## config.mk

```make
export PLATFORM = sky130hd
export DESIGN_NAME = spi_slave_frame
export DESIGN_NICKNAME = d
export VERILOG_FILES = /design/src/rtl/spi_slave_frame.sv
export SDC_FILE = /design/constraint.sdc
export NUM_CORES = 1
export LEC_CHECK = 0
export ABC_AREA = 1
export CAP_MARGIN = 20
export CORE_MARGIN = 5
export CORE_UTILIZATION = 45
export CTS_BUF_LIST = sky130_fd_sc_hd__clkbuf_8
export DETAILED_ROUTE_END_ITERATION = 10
export PLACE_DENSITY = 0.66
export SLEW_MARGIN = 20
export SYNTH_ARGS = -nofsm -noshare
export SYNTH_HDL_FRONTEND = slang
export SYNTH_SLANG_ARGS = --single-unit
```

## constraint.sdc

```tcl
create_clock -name clk -period 1.19 [get_ports clk]
set_input_delay 0.119 -clock clk [delete_from_list [all_inputs] [get_ports clk]]
set_output_delay 0.119 -clock clk [all_outputs]
set_load 0.02 [all_outputs]
```

## src/rtl/spi_slave_frame.sv

```systemverilog
// spi_slave_frame: SPI slave front end. Receives 2-bit-command + payload
// frames on MOSI and hands them to the backend on rx_data/rx_valid. It also
// serves read transactions: an address frame, then a data frame, then a
// readback word that is shifted out on MISO.
// Optional feature macro: SPI_SLAVE_PARITY_EN. When defined, each frame has a
// trailing odd-parity bit, rx_err reports parity errors, and MISO appends an
// odd-parity bit after the readback word.
module spi_slave_frame #(
    parameter int PAYLOAD_W = 8,
    parameter int TX_W      = 8,
    parameter int CNT_W     = $clog2((((PAYLOAD_W + 2) > TX_W) ? (PAYLOAD_W + 2) : TX_W) + 1)
) (
    input  logic                   clk,
    input  logic                   rst_n,
    input  logic                   SS_n,
    input  logic                   MOSI,
    input  logic                   tx_valid,
    input  logic [TX_W-1:0]        tx_data,
`ifdef SPI_SLAVE_PARITY_EN
    output logic                   rx_err,
`endif
    output logic                   MISO,
    output logic [PAYLOAD_W+1:0]   rx_data,
    output logic                   rx_valid,
    output logic                   tx_ready,
    output logic                   rd_pending
);

    localparam int FRAME_W = PAYLOAD_W + 2;

`ifdef SPI_SLAVE_PARITY_EN
    // All frame bits are held; the parity bit arrives on the final edge.
    localparam int RX_BITS = FRAME_W + 1;
    localparam int SH_W    = FRAME_W;
`else
    // The last frame bit goes straight from MOSI into rx_data.
    localparam int RX_BITS = FRAME_W;
    localparam int SH_W    = FRAME_W - 1;
`endif

    localparam logic [CNT_W-1:0] RX_LAST = CNT_W'(RX_BITS - 1);
    localparam logic [CNT_W-1:0] TX_LAST = CNT_W'(TX_W - 1);

    localparam logic [2:0] S_IDLE      = 3'd0;
    localparam logic [2:0] S_CHK_CMD   = 3'd1;
    localparam logic [2:0] S_WRITE     = 3'd2;
    localparam logic [2:0] S_READ_ADD  = 3'd3;
    localparam logic [2:0] S_READ_DATA = 3'd4;
    localparam logic [2:0] S_TX_WAIT   = 3'd5;
    localparam logic [2:0] S_TX_SHIFT  = 3'd6;
    localparam logic [2:0] S_HOLD      = 3'd7;

    logic [2:0]      state;
    logic [CNT_W-1:0] bit_cnt;
    logic [CNT_W-1:0] tx_cnt;
    logic [SH_W-1:0]  shreg;
    logic [TX_W-1:0]  tx_sh;
    logic             frame_ok;
`ifdef SPI_SLAVE_PARITY_EN
    logic             tx_par;
`endif

    // Frame integrity on the completing edge: odd parity over frame + parity bit.
    always_comb begin
        frame_ok = 1'b1;
`ifdef SPI_SLAVE_PARITY_EN
        frame_ok = ^{shreg, MOSI};
`endif
    end

    // Main frame FSM: reception, readback handshake, MISO shifting and abort.
    always_ff @(posedge clk) begin
        if (!rst_n) begin
            state      <= S_IDLE;
            bit_cnt    <= '0;
            tx_cnt     <= '0;
            shreg      <= '0;
            tx_sh      <= '0;
            MISO       <= 1'b0;
            rx_data    <= '0;
            rx_valid   <= 1'b0;
            tx_ready   <= 1'b0;
            rd_pending <= 1'b0;
`ifdef SPI_SLAVE_PARITY_EN
            rx_err     <= 1'b0;
            tx_par     <= 1'b0;
`endif
        end else begin
            rx_valid <= 1'b0;
            case (state)
                S_IDLE: begin
                    if (!SS_n) state <= S_CHK_CMD;
                end

                S_CHK_CMD: begin
                    bit_cnt <= '0;
                    if (SS_n)
                        state <= S_IDLE;
                    else if (!MOSI)
                        state <= S_WRITE;
                    else if (rd_pending)
                        state <= S_READ_DATA;
                    else
                        state <= S_READ_ADD;
                end

                S_WRITE, S_READ_ADD, S_READ_DATA: begin
                    if (bit_cnt == RX_LAST) begin
                        // Last bit completes the frame even if SS_n rises on this edge.
                        bit_cnt  <= '0;
                        rx_valid <= 1'b1;
`ifdef SPI_SLAVE_PARITY_EN
                        rx_data  <= shreg;
                        rx_err   <= ~frame_ok;
`else
                        rx_data  <= {shreg, MOSI};
`endif
                        if (state == S_READ_ADD && frame_ok)
                            rd_pending <= 1'b1;
                        if (SS_n)
                            state <= S_IDLE;
                        else if (state == S_READ_DATA && frame_ok) begin
                            state    <= S_TX_WAIT;
                            tx_ready <= 1'b1;
                        end else
                            state <= S_HOLD;
                    end else if (SS_n) begin
                        // Partial frame discarded.
                        state   <= S_IDLE;
                        bit_cnt <= '0;
                    end else begin
                        bit_cnt <= bit_cnt + 1'b1;
`ifdef SPI_SLAVE_PARITY_EN
                        shreg   <= {shreg[SH_W-2:0], MOSI};
`else
                        shreg   <= {shreg[SH_W-2:0], MOSI};
`endif
                    end
                end

                S_TX_WAIT: begin
                    if (SS_n) begin
                        state    <= S_IDLE;
                        tx_ready <= 1'b0;
                    end else if (tx_valid) begin
                        tx_sh    <= tx_data;
                        tx_cnt   <= '0;
                        tx_ready <= 1'b0;
                        state    <= S_TX_SHIFT;
`ifdef SPI_SLAVE_PARITY_EN
                        tx_par   <= ~^tx_data;
`endif
                    end
                end

                S_TX_SHIFT: begin
                    if (SS_n) begin
                        // rd_pending kept so the master can retry the data read.
                        state  <= S_IDLE;
                        MISO   <= 1'b0;
                        tx_cnt <= '0;
                    end else begin
`ifdef SPI_SLAVE_PARITY_EN
                        if (tx_cnt == CNT_W'(TX_W)) begin
                            MISO       <= tx_par;
                            tx_cnt     <= '0;
                            rd_pending <= 1'b0;
                            state      <= S_HOLD;
                        end else begin
                            MISO   <= tx_sh[TX_W-1];
                            tx_sh  <= tx_sh << 1;
                            tx_cnt <= tx_cnt + 1'b1;
                        end
`else
                        MISO  <= tx_sh[TX_W-1];
                        tx_sh <= tx_sh << 1;
                        if (tx_cnt == TX_LAST) begin
                            tx_cnt     <= '0;
                            rd_pending <= 1'b0;
                            state      <= S_HOLD;
                        end else
                            tx_cnt <= tx_cnt + 1'b1;
`endif
                    end
                end

                S_HOLD: begin
                    MISO <= 1'b0;
                    if (SS_n) state <= S_IDLE;
                end

                default: begin
                    state    <= S_IDLE;
                    MISO     <= 1'b0;
                    tx_ready <= 1'b0;
                    bit_cnt  <= '0;
                    tx_cnt   <= '0;
                end
            endcase
        end
    end

endmodule

```

Nets reached from selected ports:
Drawn at 4 px/um.
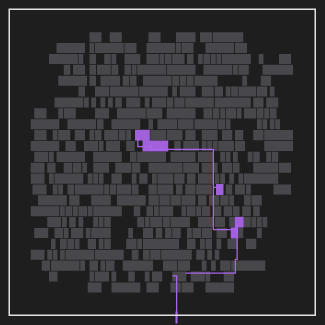
| port | colour | bits | direction | end cells | buffers | wire |
|---|---|---|---|---|---|---|
| MOSI | purple | 1 | input | 5 | 1 | 85.9 um |

Signal wires by layer:
Drawn at 4 px/um.
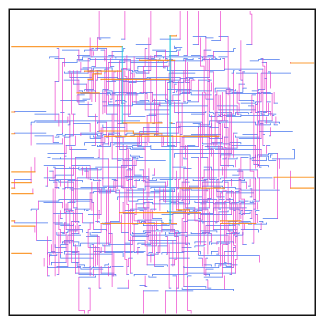
| layer | colour | wire length |
|---|---|---|
| M4 | cyan | 66.0 um |
| M1 | blue | 2,380 um |
| M2 | magenta | 2,650 um |
| M3 | orange | 247 um |

Sequential cells coloured by netlist name:
Drawn at 4 px/um.
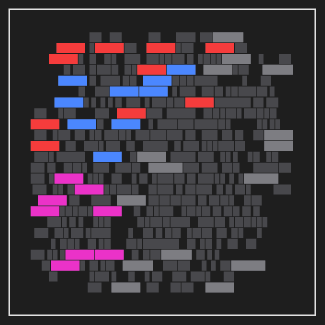
| netlist name | colour | flops |
|---|---|---|
| rx_data | red | 10 |
| tx_sh | magenta | 8 |
| shreg | blue | 9 |
not coloured: 15
register area: 857.1 sq um
Seq/total area: 28.75%
P_seq: 1.46 mW
final core occ: 69.43%

==> run_results.csv <==
group,metric,value,unit
outcome,status,"finished with violations",
outcome,violations,"setup timing",
power_and_ir_drop,clock_power,0.978,mW
power_and_ir_drop,intPower,2.110,mW
synth,syn_area,0.001969,sq mm
synth,synthFlopType,"dfxtp_1",
synth,syn_inst,282,
setup_path,r2r-end,"bit_cnt[1]$_SDFFE_PN0P_",
setup_path,rrSetupSlack,-0.07,ns
setup_path,path_buffers,1,
setup_path,arrival,1.49,ns
setup_path,reg2reg_depth,7,
sta,skew,0.005025,ns
layout,design_area,0.002982,sq mm
layout,num-fill-cells,351,
power_and_ir_drop,seq_power_share,50.8,%
clock_tree,clockBufferDepth,2,
synth,top_cell,"nand2_1",
clock_tree,cts_tree,"done",
sta,fin_ws,-0.06999,ns
global_route,overflow,0,
synth,ys_seq_share,42.69,%
power_and_ir_drop,comb_cell_power,0.437,mW
die,die_w,76.16,um
synth,top_area_cell,"dfxtp_1",
layout,fin_nets,363,
synth,ys_sh_simple,35.32,%
die,fp-utilization,45.86,%
setup_path,max_stage_delay,0.34,ns
setup_path,cp_data_required_time,1.42,ns
sta,final-setup-viol-count,29,
synth,yosysUniqueCellTypes,26,
drt,route.detailed.drc,0,
sta,period_minus_slack,1.260,ns
synth,edf_count,0,
setup_path,critPathKind,"flip-flop to flip-flop",
synth,synthTopCellsByCount,"nand2_1, nor2_1, dfxtp_1, nand3_1, a21oi_1",
die,core,0.004294,sq mm
clock_tree,cts.sinks,42,
job,drv_cap,0,
setup_path,cp_cell_sequence,"inv_2 -> ha_4 -> nand3_4 -> nand3_4 -> nor2_4 -> o21ai_4 -> nor2_1",
layout,largest_register_ffs,10,
setup_path,crit_top_cell,"nand3_4",
drt,avgRoutedWirePerCell,13.38,um
synth,ys_sh_mux,0,%
synth,ys_sh_adder,1.906,%
place,place_area,0.002540,sq mm
layout,final_common_cell,"nand2_1",
power_and_ir_drop,leakage,1.269,nW
layout,drive_gt1_share,34.48,%
drt,vias,2071,
drt,wirelength,5.352,mm
power_and_ir_drop,combPwrFrac,15.2,%
layout,area_delta_synth_final,51.40,%
global_route,grt_use_total,18.21,%
die,rows,24,
global_route,grt_max_degree,14,
worst_hold_path,hold_end,"state[1]$_SDFFE_PN0P_",
drt,ant_nets,0,
setup_path,r2r_start,"bit_cnt[1]$_SDFFE_PN0P_",
clock_tree,cts_root_buf,"clkbuf_8",
layout,layout_top_cells,"nand2_1, nor2_1, dfxtp_1, buf_4, nand3_1",
place,io_buffers,26,
power_and_ir_drop,finalPower,2.877,mW
worst_hold_path,min-delay-start,"SS_n",
sta,tightest_slew,0.3319,ns
layout,reg.largest.list,"rx_data: 10 flops, shreg: 9 flops, tx_sh: 8 flops",
clock_tree,htreeDepth,2,
-- cell type report --
class | count | share of cell area [%]
Multi-Input combinational cell | 209 | 41.92
Sequential cell | 42 | 28.75
Timing Repair Buffer | 70 | 20.98
Inverter | 19 | 2.979
Clock buffer | 6 | 2.770
Tap cell | 52 | 2.182
Clock inverter | 2 | 0.4196
-- stage by stage --
stage	std cells	util, %
after CTS	398	66.29
after floorplan	282	-
final	400	69.43
after detailed placement	385	59.15
after global routing	400	69.43
after global placement	385	59.15
-- metal layers --
layer	track usage, %	share of wire [%]
met1	24.03	45
met4	6.818	1.2
met5	0	0
met2	28.94	50
met3	4.019	4.6
-- what timing repair did --
action                                  CTS  global route
gates cloned                              1             0
endpoints found under the setup margin   54            38
setup buffers                             4             2
resized                                  68            36
pin swaps                                13            37
hold buffers                              0             0
Power and IR drop assume default switching activity.
